### Placement by cell class, run 1

Fill, decap, tap and diode cells in gray.
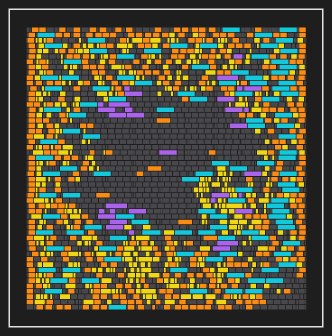
### Placed standard cells, run 1

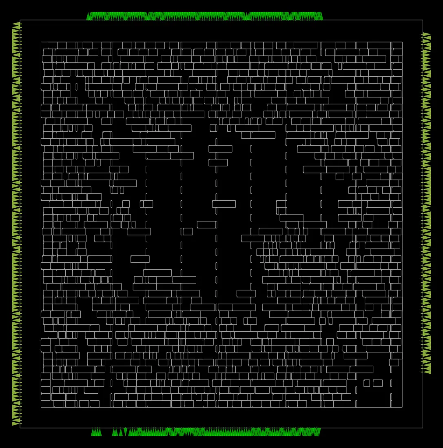
### Sizing map, run 1

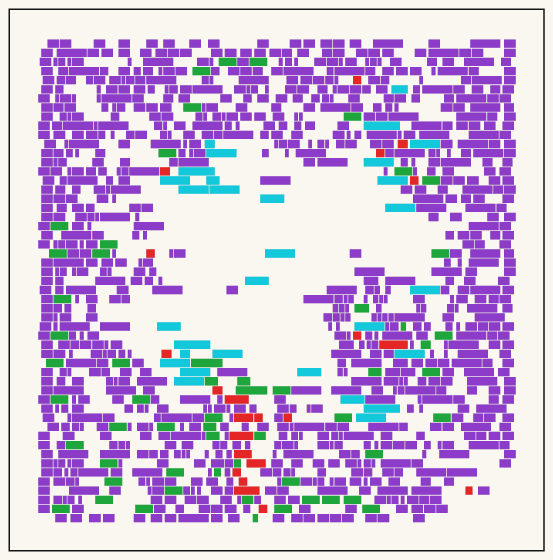
### Port wiring, run 1

The bar under the picture is 50 um long.
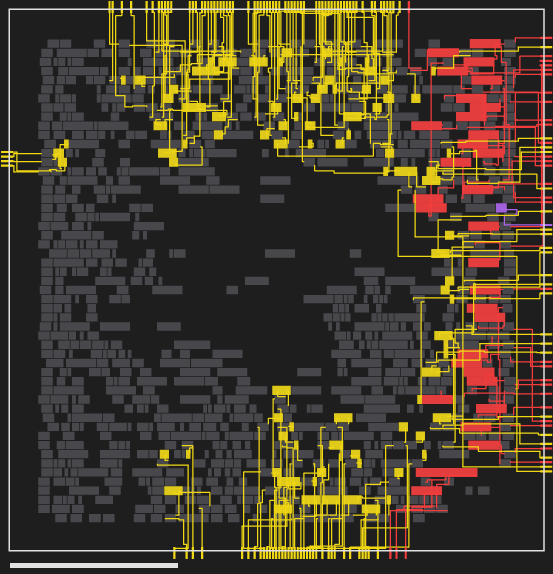
File: src/rtl/fp_mult_arbiter.sv
// fp_mult_arbiter: shares one single-precision multiplier among NREQ requesters.
// Only one operation is outstanding at a time. Requesters are granted round-robin,
// starting after the last granted requester. The operation is then issued with a
// start pulse, and the design waits for done under a watchdog. The result is
// returned tagged with the owner's ID.
//
// Ports
//   CLK, RST          clock; asynchronous active-high reset
//   req_valid/ready   per-requester handshake (ready is one-hot, IDLE only)
//   req_a, req_b      packed operands, requester i at [32i+31:32i]
//   mul_a, mul_b      latched operands held from ISSUE through RESP
//   mul_start         one-cycle start pulse
//   mul_clr           one-cycle abort pulse on watchdog expiry
//   mul_done          done strobe, with mul_result/mul_ovf/mul_unf
//   rsp_*             response channel (valid/ready) with ID, result and flags
//   busy              high in any state but IDLE
module fp_mult_arbiter #(
  parameter int unsigned NREQ    = 4,
  parameter int unsigned IDW     = 2,
  parameter int unsigned TIMEOUT = 63
) (
  input  logic                 CLK,
  input  logic                 RST,
  input  logic [NREQ-1:0]      req_valid,
  input  logic [32*NREQ-1:0]   req_a,
  input  logic [32*NREQ-1:0]   req_b,
  output logic [NREQ-1:0]      req_ready,
  output logic [31:0]          mul_a,
  output logic [31:0]          mul_b,
  output logic                 mul_start,
  output logic                 mul_clr,
  input  logic                 mul_done,
  input  logic [31:0]          mul_result,
  input  logic                 mul_ovf,
  input  logic                 mul_unf,
  output logic                 rsp_valid,
  input  logic                 rsp_ready,
  output logic [IDW-1:0]       rsp_id,
  output logic [31:0]          rsp_result,
  output logic                 rsp_ovf,
  output logic                 rsp_unf,
  output logic                 rsp_err,
  output logic                 busy
);

  localparam logic [31:0] QNaN = 32'h7FC0_0000;

  typedef enum logic [1:0] {StIdle, StIssue, StWait, StResp} state_e;

  state_e         r_state, w_state_next;
  logic [IDW-1:0] r_last_grant;
  logic [IDW-1:0] r_id;
  logic [31:0]    r_a, r_b;
  logic [7:0]     r_wd;
  logic [31:0]    r_result;
  logic           r_ovf, r_unf, r_err;

  logic           w_any;
  logic [IDW-1:0] w_gnt;
  logic           w_timeout;

  // Round-robin search starting one past the last grant.
  always_comb begin
    int unsigned v_idx;
    v_idx = 0;
    w_any = 1'b0;
    w_gnt = '0;
    for (int unsigned i = 1; i <= NREQ; i++) begin
      v_idx = (32'(r_last_grant) + i) % NREQ;
      if (!w_any && req_valid[v_idx[IDW-1:0]]) begin
        w_any = 1'b1;
        w_gnt = v_idx[IDW-1:0];
      end
    end
  end

  // Watchdog holds (WAIT cycle - 1), so this fires on the TIMEOUT-th WAIT cycle.
  assign w_timeout = (r_wd == 8'(TIMEOUT - 1));

  always_ff @(posedge CLK or posedge RST) begin
    if (RST) begin
      r_state <= StIdle;
    end else begin
      r_state <= w_state_next;
    end
  end

  always_comb begin
    w_state_next = r_state;
    req_ready    = '0;
    mul_start    = 1'b0;
    mul_clr      = 1'b0;
    case (r_state)
      StIdle: begin
        if (w_any) begin
          req_ready[w_gnt] = 1'b1;
          w_state_next     = StIssue;
        end
      end
      StIssue: begin
        mul_start    = 1'b1;
        w_state_next = StWait;
      end
      StWait: begin
        // done has priority over a coincident timeout
        if (mul_done) begin
          w_state_next = StResp;
        end else if (w_timeout) begin
          mul_clr      = 1'b1;
          w_state_next = StResp;
        end
      end
      StResp: begin
        if (rsp_ready) begin
          w_state_next = StIdle;
        end
      end
      default: w_state_next = StIdle;
    endcase
  end

  always_ff @(posedge CLK or posedge RST) begin
    if (RST) begin
      r_last_grant <= IDW'(NREQ - 1);
      r_id         <= '0;
      r_a          <= '0;
      r_b          <= '0;
      r_wd         <= '0;
      r_result     <= '0;
      r_ovf        <= 1'b0;
      r_unf        <= 1'b0;
      r_err        <= 1'b0;
    end else begin
      case (r_state)
        StIdle: begin
          if (w_any) begin
            r_a  <= req_a[32*int'(w_gnt) +: 32];
            r_b  <= req_b[32*int'(w_gnt) +: 32];
            r_id <= w_gnt;
          end
        end
        StIssue: begin
          r_wd <= '0;
        end
        StWait: begin
          r_wd <= r_wd + 8'd1;
          if (mul_done) begin
            r_result <= mul_result;
            r_ovf    <= mul_ovf;
            r_unf    <= mul_unf;
            r_err    <= 1'b0;
          end else if (w_timeout) begin
            r_result <= QNaN;
            r_ovf    <= 1'b0;
            r_unf    <= 1'b0;
            r_err    <= 1'b1;
          end
        end
        StResp: begin
          if (rsp_ready) begin
            r_last_grant <= r_id;
          end
        end
        default: ;
      endcase
    end
  end

  assign mul_a      = r_a;
  assign mul_b      = r_b;
  assign rsp_valid  = (r_state == StResp);
  assign rsp_id     = r_id;
  assign rsp_result = r_result;
  assign rsp_ovf    = r_ovf;
  assign rsp_unf    = r_unf;
  assign rsp_err    = r_err;
  assign busy       = (r_state != StIdle);

endmodule

File: config.mk
export PLATFORM = sky130hd
export DESIGN_NAME = fp_mult_arbiter
export DESIGN_NICKNAME = d
export VERILOG_FILES = /design/src/rtl/fp_mult_arbiter.sv
export SDC_FILE = /design/constraint.sdc
export NUM_CORES = 1
export LEC_CHECK = 0
export CAP_MARGIN = 5
export CORE_AREA = 8 8 151 153
export CTS_CLUSTER_SIZE = 16
export DETAILED_ROUTE_END_ITERATION = 8
export DIE_AREA = 0 0 159 161
export GPL_TIMING_DRIVEN = 1
export PLACE_DENSITY = 0.71
export SYNTH_ARGS = -nofsm -noshare
export SYNTH_HDL_FRONTEND = slang
export SYNTH_SLANG_ARGS = --single-unit
File: constraint.sdc
create_clock -name CLK -period 4.8 [get_ports CLK]
set_clock_uncertainty 0.05 [all_clocks]
set_input_delay 0.96 -clock CLK [delete_from_list [all_inputs] [get_ports CLK]]
set_output_delay 0.96 -clock CLK [all_outputs]
set_load 0.03 [all_outputs]
==> impl_metrics.tcl, run 1 <==
# flow metrics
set metrics [dict create \
    required_ns 3.79 \
    via_per_inst 5.35 \
    tap-cell-count 275 \
    dp.final_hpwl_mm 22.0 \
    final-comb-area_um2 3190 \
    cts_tree "built" \
    async_flop_share 1.00 \
    critPathTopFamily "buffers and inverters" \
    grt-ovfl-total 0 \
    ys_sh_mux 0.0101 \
    floorplan.core_util 0.314 \
    synth_cells 637 \
    cp.depth 6 \
    yosysTopAreaCellShare 0.431 \
    slowest_stage "clkdlybuf4s50_1" \
    critPathCaptureType "output pin" \
    outcome "finished clean" \
    postSynthAreaPerCell_um2 10.1 \
    ctsHoldBuffers 0 \
    grtUsageTotal 0.229 \
    logic_gate_count 446 \
    simple_gate_share 0.114 \
    sh_seq_area 0.251 \
    drc 0 \
    clk_pin_slew_ns 0.06 \
    grt_start_max_net_pins 67 \
    p_seq_frac 0.237 \
    core_um2 20600 \
    wl_met2_mm 14.8 \
    final_layout_top_logic_cells "clkdlybuf4s50_1, dfrtp_1, nand2_1, nor2_1, a31oi_1" \
    ys_warn_count 0 \
    power_frac_comb 0.567 \
    min_to "rsp_result[29]" \
    ff_type "dfrtp_1" \
]
Notes on 'Placement by cell class' above:
[cyan] registers | cells: 113
[yellow] remaining logic cells | cells: 458
[purple] clock drivers and dummy loads | cells: 32
[orange] remaining buffers and delay cells | cells: 419

Notes on 'Placed standard cells' above:
Seq cells: 113
Non-Filler Instances: 1300

Notes on 'Sizing map' above:
[red] x3 and x4 | cells: 22
[cyan] x6 and larger | cells: 30
[green] x2 | cells: 57
[purple] x1 and smaller | cells: 913
non-clock buffer count: 419
Layout area overhead: 75.0%
post-layout instance area: 11300 um^2
PnR worst setup slack: 0.557 ns

Notes on 'Port wiring' above:
[red] rsp_result | bits: 32 | direction: output | edge: 28 right, 3 bottom, 1 top | end cells: 32 | wire: 1150 um
[yellow] req_a | bits: 128 | direction: input | edge: 65 top, 37 bottom, 22 right, 4 left | end cells: 96 | wire: 4840 um
[purple] mul_unf | bits: 1 | direction: input | edge: right | end cells: 1 | wire: 20.2 um
IO Port Bufs: 406
I/O pin total: 407

==> inputs of run 2 (changes only) <==
- CELL_PAD_IN_SITES_DETAIL_PLACEMENT: default -> 0
- CELL_PAD_IN_SITES_GLOBAL_PLACEMENT: default -> 2
- CORE_AREA: 8 8 151 153 -> default
- CORE_MARGIN: default -> 8
- CORE_UTILIZATION: default -> 20
- CTS_BUF_LIST: default -> sky130_fd_sc_hd__clkbuf_16
- DIE_AREA: 0 0 159 161 -> default
- PLACE_DENSITY: 0.71 -> default
- PLACE_DENSITY_LB_ADDON: default -> 0.1
### Placed standard cells, run 2

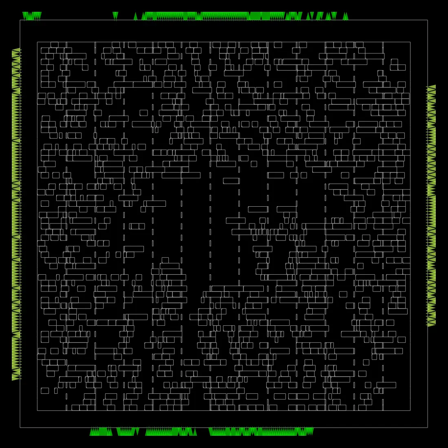
Non-Filler Instances: 1429
Rows: 65
Seq area share: 0.249
Layout Utilization: 0.359

### Sizing map, run 2

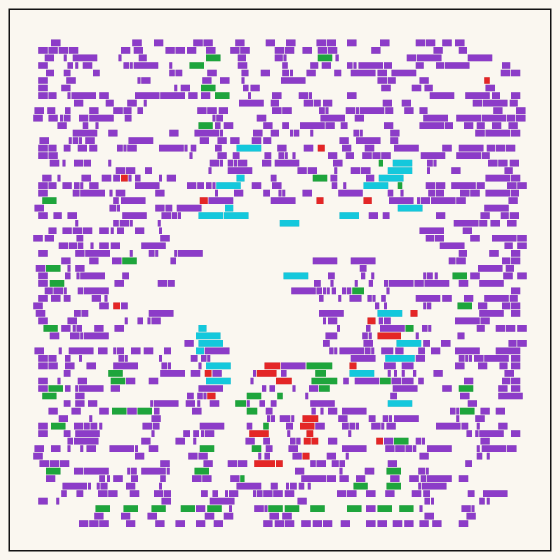
[cyan] x6 and larger | cells: 25
[purple] x1 and smaller | cells: 915
[green] x2 | cells: 57
[red] x3 and x4 | cells: 26

### Placement by cell class, run 2

Fill, decap, tap and diode cells in gray.
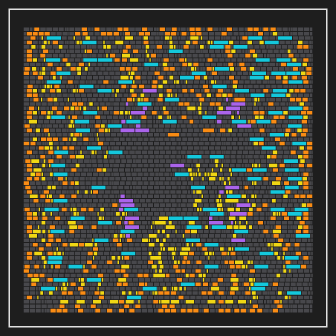
[purple] clock drivers and dummy loads | cells: 32
[orange] remaining buffers and delay cells | cells: 420
[cyan] registers | cells: 113
[yellow] remaining logic cells | cells: 458
post-layout instance area: 11300 um^2
Core Area: 31600 um^2

==> run 2 against run 1 <==
Non-clock buffer count is 1 higher. Largest cell class unchanged. Highest routed layer is now met5. Sequential share of layout area is 0.14 points lower. Total power is 0.98% lower. Sequential cell count stayed put.
==> impl_metrics.tcl, run 2 <==
# flow metrics
set metrics [dict create \
    critPathCaptureType "output pin" \
    required_ns 3.79 \
    p_seq_frac 0.238 \
    dp.final_hpwl_mm 24.7 \
    io_buffers 406 \
    async_flop_share 1.00 \
    grt-ovfl-total 0 \
    min_to "rsp_result[25]" \
    antennaDiodeCount 4 \
    cts_tree "built" \
    area_growth_pct 76.0 \
    final_layout_top_logic_cells "clkdlybuf4s50_1, dfrtp_1, nand2_1, nor2_1, a31oi_1" \
    grt.met1_usage 0.207 \
    startpoint_type "input pin" \
    final-comb-area_um2 3200 \
    flops 113 \
    postSynthAreaPerCell_um2 10.1 \
    synth_cells 637 \
    nonClkBufAreaFrac 0.370 \
    ff_type "dfrtp_1" \
    outcome "finished clean" \
    wl_met2_mm 16.6 \
    critPathTopFamily "buffers and inverters" \
    grtUsageTotal 0.177 \
    drc 0 \
    tap-cell-count 402 \
    crit_start "req_valid[1]" \
    routedWlPerCell_um 23.9 \
    setup_slack_ns 0.438 \
    yosysTopAreaCellShare 0.431 \
    ys_warn_count 0 \
    ios 407 \
    ys_sh_mux 0.0101 \
    via_per_inst 4.77 \
    floorplan.core_util 0.204 \
    nNonClkBuffers 420 \
    slowest_stage "clkdlybuf4s50_1" \
    yosys_area_um2 6450 \
    logic_gate_count 446 \
    power_frac_comb 0.585 \
    ys_top_cells_by_count "dfrtp_1, nand2_1, nor2_1" \
    clk_pin_slew_ns 0.06 \
]
No activity file was given, so power comes from the tool's default toggle rates.
